===== src/rtl/ifetch_ctrl_if.sv =====
// rtl/ifetch_ctrl_if.sv - fetch-side and memory-side signals of the instruction-fetch controller.
interface ifetch_ctrl_if;
   logic         pc_req;
   logic [31:0]  pc_addr;
   logic         flush;
   logic [31:0]  instruction;
   logic         inst_valid;
   logic         stall;
   logic [31:0]  mem_address;
   logic [127:0] mem_dataline;

   modport master (
      input  pc_req, pc_addr, flush, mem_dataline,
      output instruction, inst_valid, stall, mem_address
   );

   modport slave (
      output pc_req, pc_addr, flush, mem_dataline,
      input  instruction, inst_valid, stall, mem_address
   );
endinterface


===== src/rtl/ifetch_ctrl.sv =====
// rtl/ifetch_ctrl.sv - line-buffered instruction fetch with multi-cycle memory fill.
// Optional next-line prefetch buffer is compiled in with IFETCH_PREFETCH_EN.
module ifetch_ctrl #(
   parameter int MEM_LATENCY = 6
) (
   input logic           clk,
   input logic           reset,
   ifetch_ctrl_if.master bus
);
   localparam int            CW  = $clog2(MEM_LATENCY + 1);
   localparam logic [CW-1:0] LAT = CW'(MEM_LATENCY);

   typedef enum logic [1:0] {
      IDLE,
      FILL
`ifdef IFETCH_PREFETCH_EN
      , PREFETCH
`endif
   } state_t;

   state_t        state;
   logic [127:0]  line;
   logic [27:0]   line_tag;
   logic          line_valid;
   logic [27:0]   fill_tag;
   logic [CW-1:0] fill_cnt;

   logic [27:0]   req_tag;
   logic          hit;
   logic          demand_miss;
   logic          vld;
   logic [31:0]   word;
   logic          unused_addr_bits;

`ifdef IFETCH_PREFETCH_EN
   logic [127:0]  pf_line;
   logic [27:0]   pf_tag;
   logic          pf_valid;
   logic [27:0]   next_tag;

   assign next_tag = line_tag + 28'd1;
`endif

   assign req_tag          = bus.pc_addr[31:4];
   assign unused_addr_bits = ^bus.pc_addr[1:0];
   assign hit              = line_valid && (line_tag == req_tag);
   assign demand_miss      = bus.pc_req && !hit;
   assign word             = line[{bus.pc_addr[3:2], 5'd0} +: 32];

   // Outputs are forced to their reset values while reset is held, even though they are combinational.
   assign vld             = !reset && !bus.flush && bus.pc_req && hit;
   assign bus.inst_valid  = vld;
   assign bus.stall       = !reset && bus.pc_req && !(hit && !bus.flush);
   assign bus.instruction = vld ? word : 32'd0;

   always_ff @(posedge clk or posedge reset) begin
      if (reset) begin
         state           <= IDLE;
         line            <= '0;
         line_tag        <= '0;
         line_valid      <= 1'b0;
         fill_tag        <= '0;
         fill_cnt        <= '0;
         bus.mem_address <= '0;
`ifdef IFETCH_PREFETCH_EN
         pf_line         <= '0;
         pf_tag          <= '0;
         pf_valid        <= 1'b0;
`endif
      end else if (bus.flush) begin
         state      <= IDLE;
         line_valid <= 1'b0;
         fill_cnt   <= '0;
`ifdef IFETCH_PREFETCH_EN
         pf_valid   <= 1'b0;
`endif
      end else begin
         case (state)
            IDLE: begin
               if (demand_miss) begin
`ifdef IFETCH_PREFETCH_EN
                  if (pf_valid && pf_tag == req_tag) begin
                     line       <= pf_line;
                     line_tag   <= pf_tag;
                     line_valid <= 1'b1;
                     pf_valid   <= 1'b0;
                  end else
`endif
                  begin
                     bus.mem_address <= {req_tag, 4'd0};
                     fill_tag        <= req_tag;
                     fill_cnt        <= '0;
                     state           <= FILL;
                  end
               end
`ifdef IFETCH_PREFETCH_EN
               else if (line_valid && !pf_valid && pf_tag != next_tag) begin
                  bus.mem_address <= {next_tag, 4'd0};
                  fill_tag        <= next_tag;
                  fill_cnt        <= '0;
                  state           <= PREFETCH;
               end
`endif
            end
            FILL: begin
               if (fill_cnt == LAT) begin
                  line       <= bus.mem_dataline;
                  line_tag   <= fill_tag;
                  line_valid <= 1'b1;
                  state      <= IDLE;
               end else begin
                  fill_cnt <= fill_cnt + CW'(1);
               end
            end
`ifdef IFETCH_PREFETCH_EN
            PREFETCH: begin
               // A demand for the in-flight line keeps the running count; any other demand restarts.
               if (demand_miss && req_tag != fill_tag) begin
                  bus.mem_address <= {req_tag, 4'd0};
                  fill_tag        <= req_tag;
                  fill_cnt        <= '0;
                  state           <= FILL;
               end else if (fill_cnt == LAT) begin
                  if (demand_miss) begin
                     line       <= bus.mem_dataline;
                     line_tag   <= fill_tag;
                     line_valid <= 1'b1;
                  end else begin
                     pf_line  <= bus.mem_dataline;
                     pf_tag   <= fill_tag;
                     pf_valid <= 1'b1;
                  end
                  state <= IDLE;
               end else begin
                  fill_cnt <= fill_cnt + CW'(1);
                  if (demand_miss) state <= FILL;
               end
            end
`endif
            default: state <= IDLE;
         endcase
      end
   end
endmodule

===== src/flat_wrapper.sv =====
// flat-port wrapper written by rule: the top's interface ports become plain ports
module ifetch_ctrl_flat 
#(
   parameter int MEM_LATENCY = 6
)
  (clk, reset, bus_pc_req, bus_pc_addr, bus_flush, bus_mem_dataline, bus_instruction, bus_inst_valid, bus_stall, bus_mem_address);
  ifetch_ctrl_if bus_i ();
  input logic clk;
  input logic reset;
  input wire logic [$bits(bus_i.pc_req)-1:0] bus_pc_req;
  input wire logic [$bits(bus_i.pc_addr)-1:0] bus_pc_addr;
  input wire logic [$bits(bus_i.flush)-1:0] bus_flush;
  input wire logic [$bits(bus_i.mem_dataline)-1:0] bus_mem_dataline;
  output wire logic [$bits(bus_i.instruction)-1:0] bus_instruction;
  output wire logic [$bits(bus_i.inst_valid)-1:0] bus_inst_valid;
  output wire logic [$bits(bus_i.stall)-1:0] bus_stall;
  output wire logic [$bits(bus_i.mem_address)-1:0] bus_mem_address;
  assign bus_i.pc_req = bus_pc_req;
  assign bus_i.pc_addr = bus_pc_addr;
  assign bus_i.flush = bus_flush;
  assign bus_i.mem_dataline = bus_mem_dataline;
  assign bus_instruction = bus_i.instruction;
  assign bus_inst_valid = bus_i.inst_valid;
  assign bus_stall = bus_i.stall;
  assign bus_mem_address = bus_i.mem_address;
  ifetch_ctrl #(.MEM_LATENCY(MEM_LATENCY)) u_core (.clk(clk), .reset(reset), .bus(bus_i));
endmodule

===== config.mk =====
export PLATFORM = sky130hd
export DESIGN_NAME = ifetch_ctrl_flat
export DESIGN_NICKNAME = d
export VERILOG_FILES = /design/src/rtl/ifetch_ctrl_if.sv /design/src/rtl/ifetch_ctrl.sv /design/src/flat_wrapper.sv
export SDC_FILE = /design/constraint.sdc
export NUM_CORES = 1
export LEC_CHECK = 0
export CAP_MARGIN = 5
export CORE_MARGIN = 1.5
export CORE_UTILIZATION = 44
export DETAILED_ROUTE_END_ITERATION = 10
export GPL_TIMING_DRIVEN = 0
export PLACE_DENSITY = 0.77
export REMOVE_ABC_BUFFERS = 1
export SYNTH_ARGS = -nofsm -noshare
export SYNTH_HDL_FRONTEND = slang
export SYNTH_SLANG_ARGS = --single-unit

===== constraint.sdc =====
create_clock -name clk -period 6.05 [get_ports clk]
set_input_delay 1.21 -clock clk [delete_from_list [all_inputs] [get_ports clk]]
set_output_delay 1.21 -clock clk [all_outputs]
set_load 0.005 [all_outputs]

clock_map.png
Drawn at 4 px/µm.
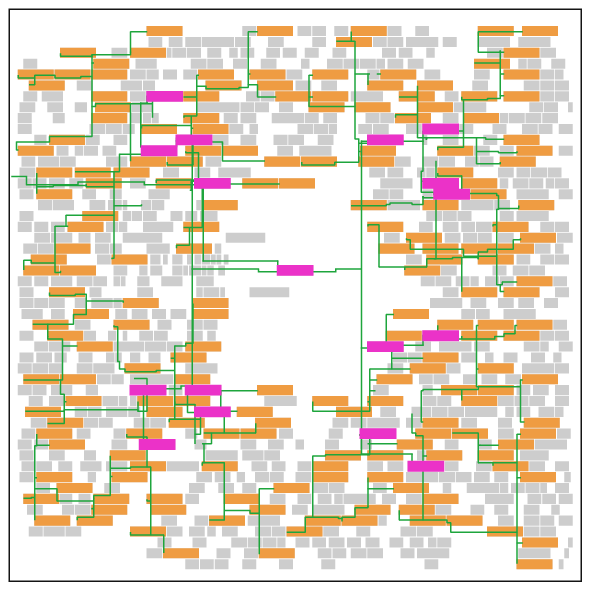
[magenta] cells driving clock nets | count: 17
[orange] flip-flops | count: 189
[green] clock wires | length: 2,150 µm
routed clock nets	18
flops lie	spread over the die

registers.png
Drawn at 3 px/µm.
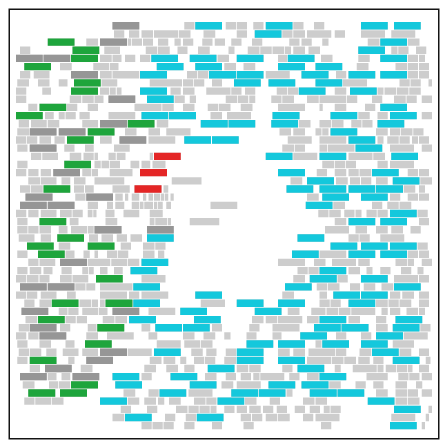
color	netlist name	sequential cells
green	u_core.line_tag	28
red	u_core.fill_cnt	3
cyan	u_core.line	128
flop share of the area: 0.404
fin util: 0.619

==> CHANGELOG.md <==
### Implementation results

- CP Class: in2out
- Initial antenna violation count: 0
- Layout area overhead: 36.4%
- WL/cell: 18.4 µm
- RePlAce Congestion: 0.760
- CP Data Required Time: 4.84 ns
- Yosys synthesis chip area: 8580 µm²
- Final ANT Viol Nets: 0
- Slowest-stage cell, CP: nand4b_1
- Cell count listed in synth_stat.txt: 551
- Post-placement cell count: 1,008
- Hold Path Class: reg2reg
- Post-CTS Hold Fix Bufs: 0
- Flop pwr share: 0.477
- Total track usage: 0.199
- Non-filler cells in the finished layout: 1,040
- F_max: 0.186 GHz
- Setup TNS Final: 0 ns
- Synth Instances: 551
- RSZ-0062 raised after global routing: no
- Static Leak: 5.08 nW
- Final Skew: 0.0103 ns
- Distinct cells, synth: 35
- Ranking of synthesized cells by area: dfrtp_1, mux2_2, mux4_2
- Vias: 5,352
- Crit-path max FO: 16
- Post-layout period usage of the worst path: 0.886
- Cell taking the most area after synthesis: dfrtp_1
- Count leader, synth: dfrtp_1
- RR Startpoint: u_core.fill_cnt[0]
- WP depth: 8
- Power Total: 0.00296 W
- Worst path cell trace: clkdlybuf4s50_1, xnor2_1, nand4_1, nor4_4, nand4b_1, buf_8, nor2b_1, clkdlybuf4s50_1
- Vias per cell: 5.15
- Post-DP HPWL: 13,800 µm
- Status: completed
- Final min period: 5.36 ns
- OpenROAD warning count: 28
- Setup slack, reg-to-reg: 3.71 ns
- DR iter-0 viols: 184
- Number of global-route vias before repair: 6,112
- Setup-failing EPs final: 0
- Max transition margin: 0.174
- Ys Warns: 0
- Fin. Hold Viols: 0
- Critical path buffers and inverters: 3
- Clock power share: 0.383
- Delay of the slowest critical-path stage: 0.55 ns
- Crit path launch type: primary input
- I/O pin cnt: 230
- Post-synth EDFFs: 0
- Total clock sinks: 189
- TritonCTS clock tree: yes
- Clk_lat worst skew: 0.42 ns
- Die area: 20,300 µm²
- Worst slew pin tran: 1.24 ns
- Initial Utilization: 0.454
- Post-cts sizing count: 0
- PwrDens: 253 nW/µm²
- Combinational share of power: 0.140
- Worst Setup SP: bus_pc_addr[24]
- Clock transition at path regs: 0.06 ns
- Worst EP arrival: 4.15 ns
- Layout cells sized above 1: 0.323
- Pin count of the biggest net entering global routing: 97
- CP dominant cell by count: clkdlybuf4s50_1
- Cts bufs inserted: 17
- Final max-slew violation count: 0
- Clock root cell: clkbuf_16
- DR pass1 iterations: 4
- Cell count of the worst reg-to-reg path: 6
- First-pass GRT wire length: 31,200 µm
- Setup bufs post-CTS: 0
- Share of the synthesized area in the top cell type: 0.551
- Total Wirelength: 19,200 µm
cell_classes.png
Drawn at 3 px/µm. Fill, decap, tap and diode cells in gray.
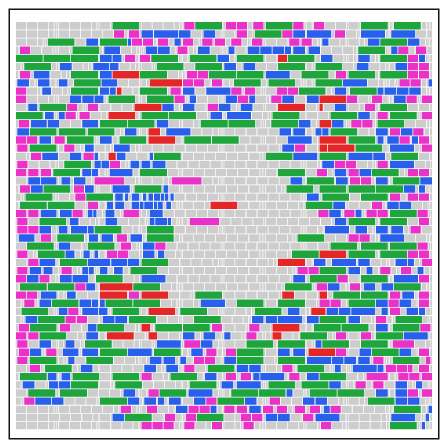
color	class	cells
red	clock drivers and dummy loads	32
magenta	other buffers and delay cells	230
blue	all other logic	329
green	flip-flops	189
Core ar.: 18,900 µm²
num rows: 50

pdn.png
Drawn at 3 px/µm. Pins as bars on the die edge.
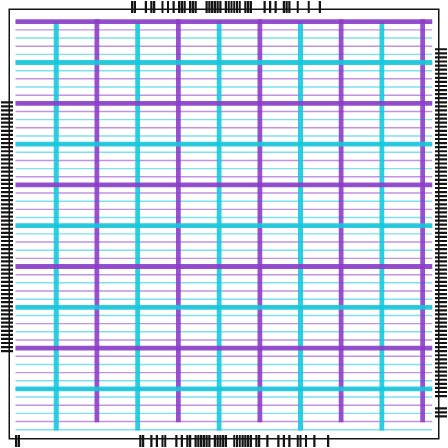
color	net
cyan	VSS
purple	VDD
met4 straps	10
met1 rails	51
rows	50
met5 straps	10
DIE WIDTH: 143 µm
Max IR drop VDD: 0.195 mV
chip height: 143 µm

[worst reg2reg max path: stages (launching register included)]
cell,delay [ns]
dfrtp_1,0.39
inv_1,0.09
ha_1,0.22
nand2_1,0.13
or3_4,0.61
buf_16,0.37
mux2_2,0.43
[stage by stage]
stage	hold slack (ns)	setup slack, ns	instance area [µm²]	util
after CTS	0.492	0.601	11700	0.619
final	0.492	0.688	11700	0.619
after floorplan	0.459	-0.302	8390	-
after detailed placement	0.477	0.592	11100	0.588
after global placement	0.470	-2.42	10900	0.579
after global routing	0.507	0.485	11700	0.619
[layout by cell type (no fill, tap or decap), drive strengths merged, types with 2 or more instances in the layout]
cell type and instances:
a21oi 3, buf 9, bufinv 2, clkbuf 19
clkdlybuf4s50 221, clkinv 3, clkinvlp 3, conb 4
dfrtp 189, ha 2, inv 10, mux2 184
mux4 32, nand2 8, nand3 2, nand4 9
nor2b 33, nor3 2, nor4 2, o21ai 2
or4 2, xnor2 29
[cell families after synthesis]
logic type / synth area share
mux: 0.334
simple gates: 0.0470
other cells: 0.000437
xor+xnor: 0.0296
flops: 0.551
fa+ha+maj: 0.00292
buf+inv: 0.0254
compound gates: 0.00904
[sequential cells by signal (all words and copies together) (netlist names)]
name	count
u_core.line_valid	1
u_core.fill_tag	28
u_core.line	128
u_core.state	1
u_core.fill_cnt	3
u_core.line_tag	28
[final cells by class]
cell class	count	area, µm²
repair buffers	230	2370
inverters	5	26.3
clock buffers	19	443
clock inverters	13	156
well taps	260	325
multi-input cells	324	3650
fillers	1444	7190
flip-flops and latches	189	4730
[layer usage]
metal	part of all wire	wire length, µm	vias to the layer above	GRT usage
met1	0.41	7950	2742	0.244
met5	0	0	-	0
met2	0.48	9200	179	0.334
met4	0.015	289	0	0.0586
li1	-	-	2410	-
met3	0.090	1730	21	0.0664
[power by group through the flow]
stage	clock [W]	sequential (W)	combinational (W)
2_1_floorplan	0	0.00142	0.000181
3_3_place_gp	0	0.00143	0.000405
3_5_place_dp	0	0.00144	0.000419
4_1_cts	0.00116	0.00141	0.000422
5_1_grt	0.00122	0.00143	0.000447
6_report	0.00113	0.00141	0.000414
[worst min-delay path by stage]
stage	start	endpoint	cells after the start
finish	u_core.line[108]	u_core.line[108]	1
global route	u_core.line[8]	u_core.line[8]	1
CTS	u_core.line[108]	u_core.line[108]	1
detailed placement	u_core.line[8]	u_core.line[8]	1
global placement	u_core.line[5]	u_core.line[5]	1
floorplan	u_core.line[108]	u_core.line[108]	1
Power is estimated from default activity; no workload was simulated.
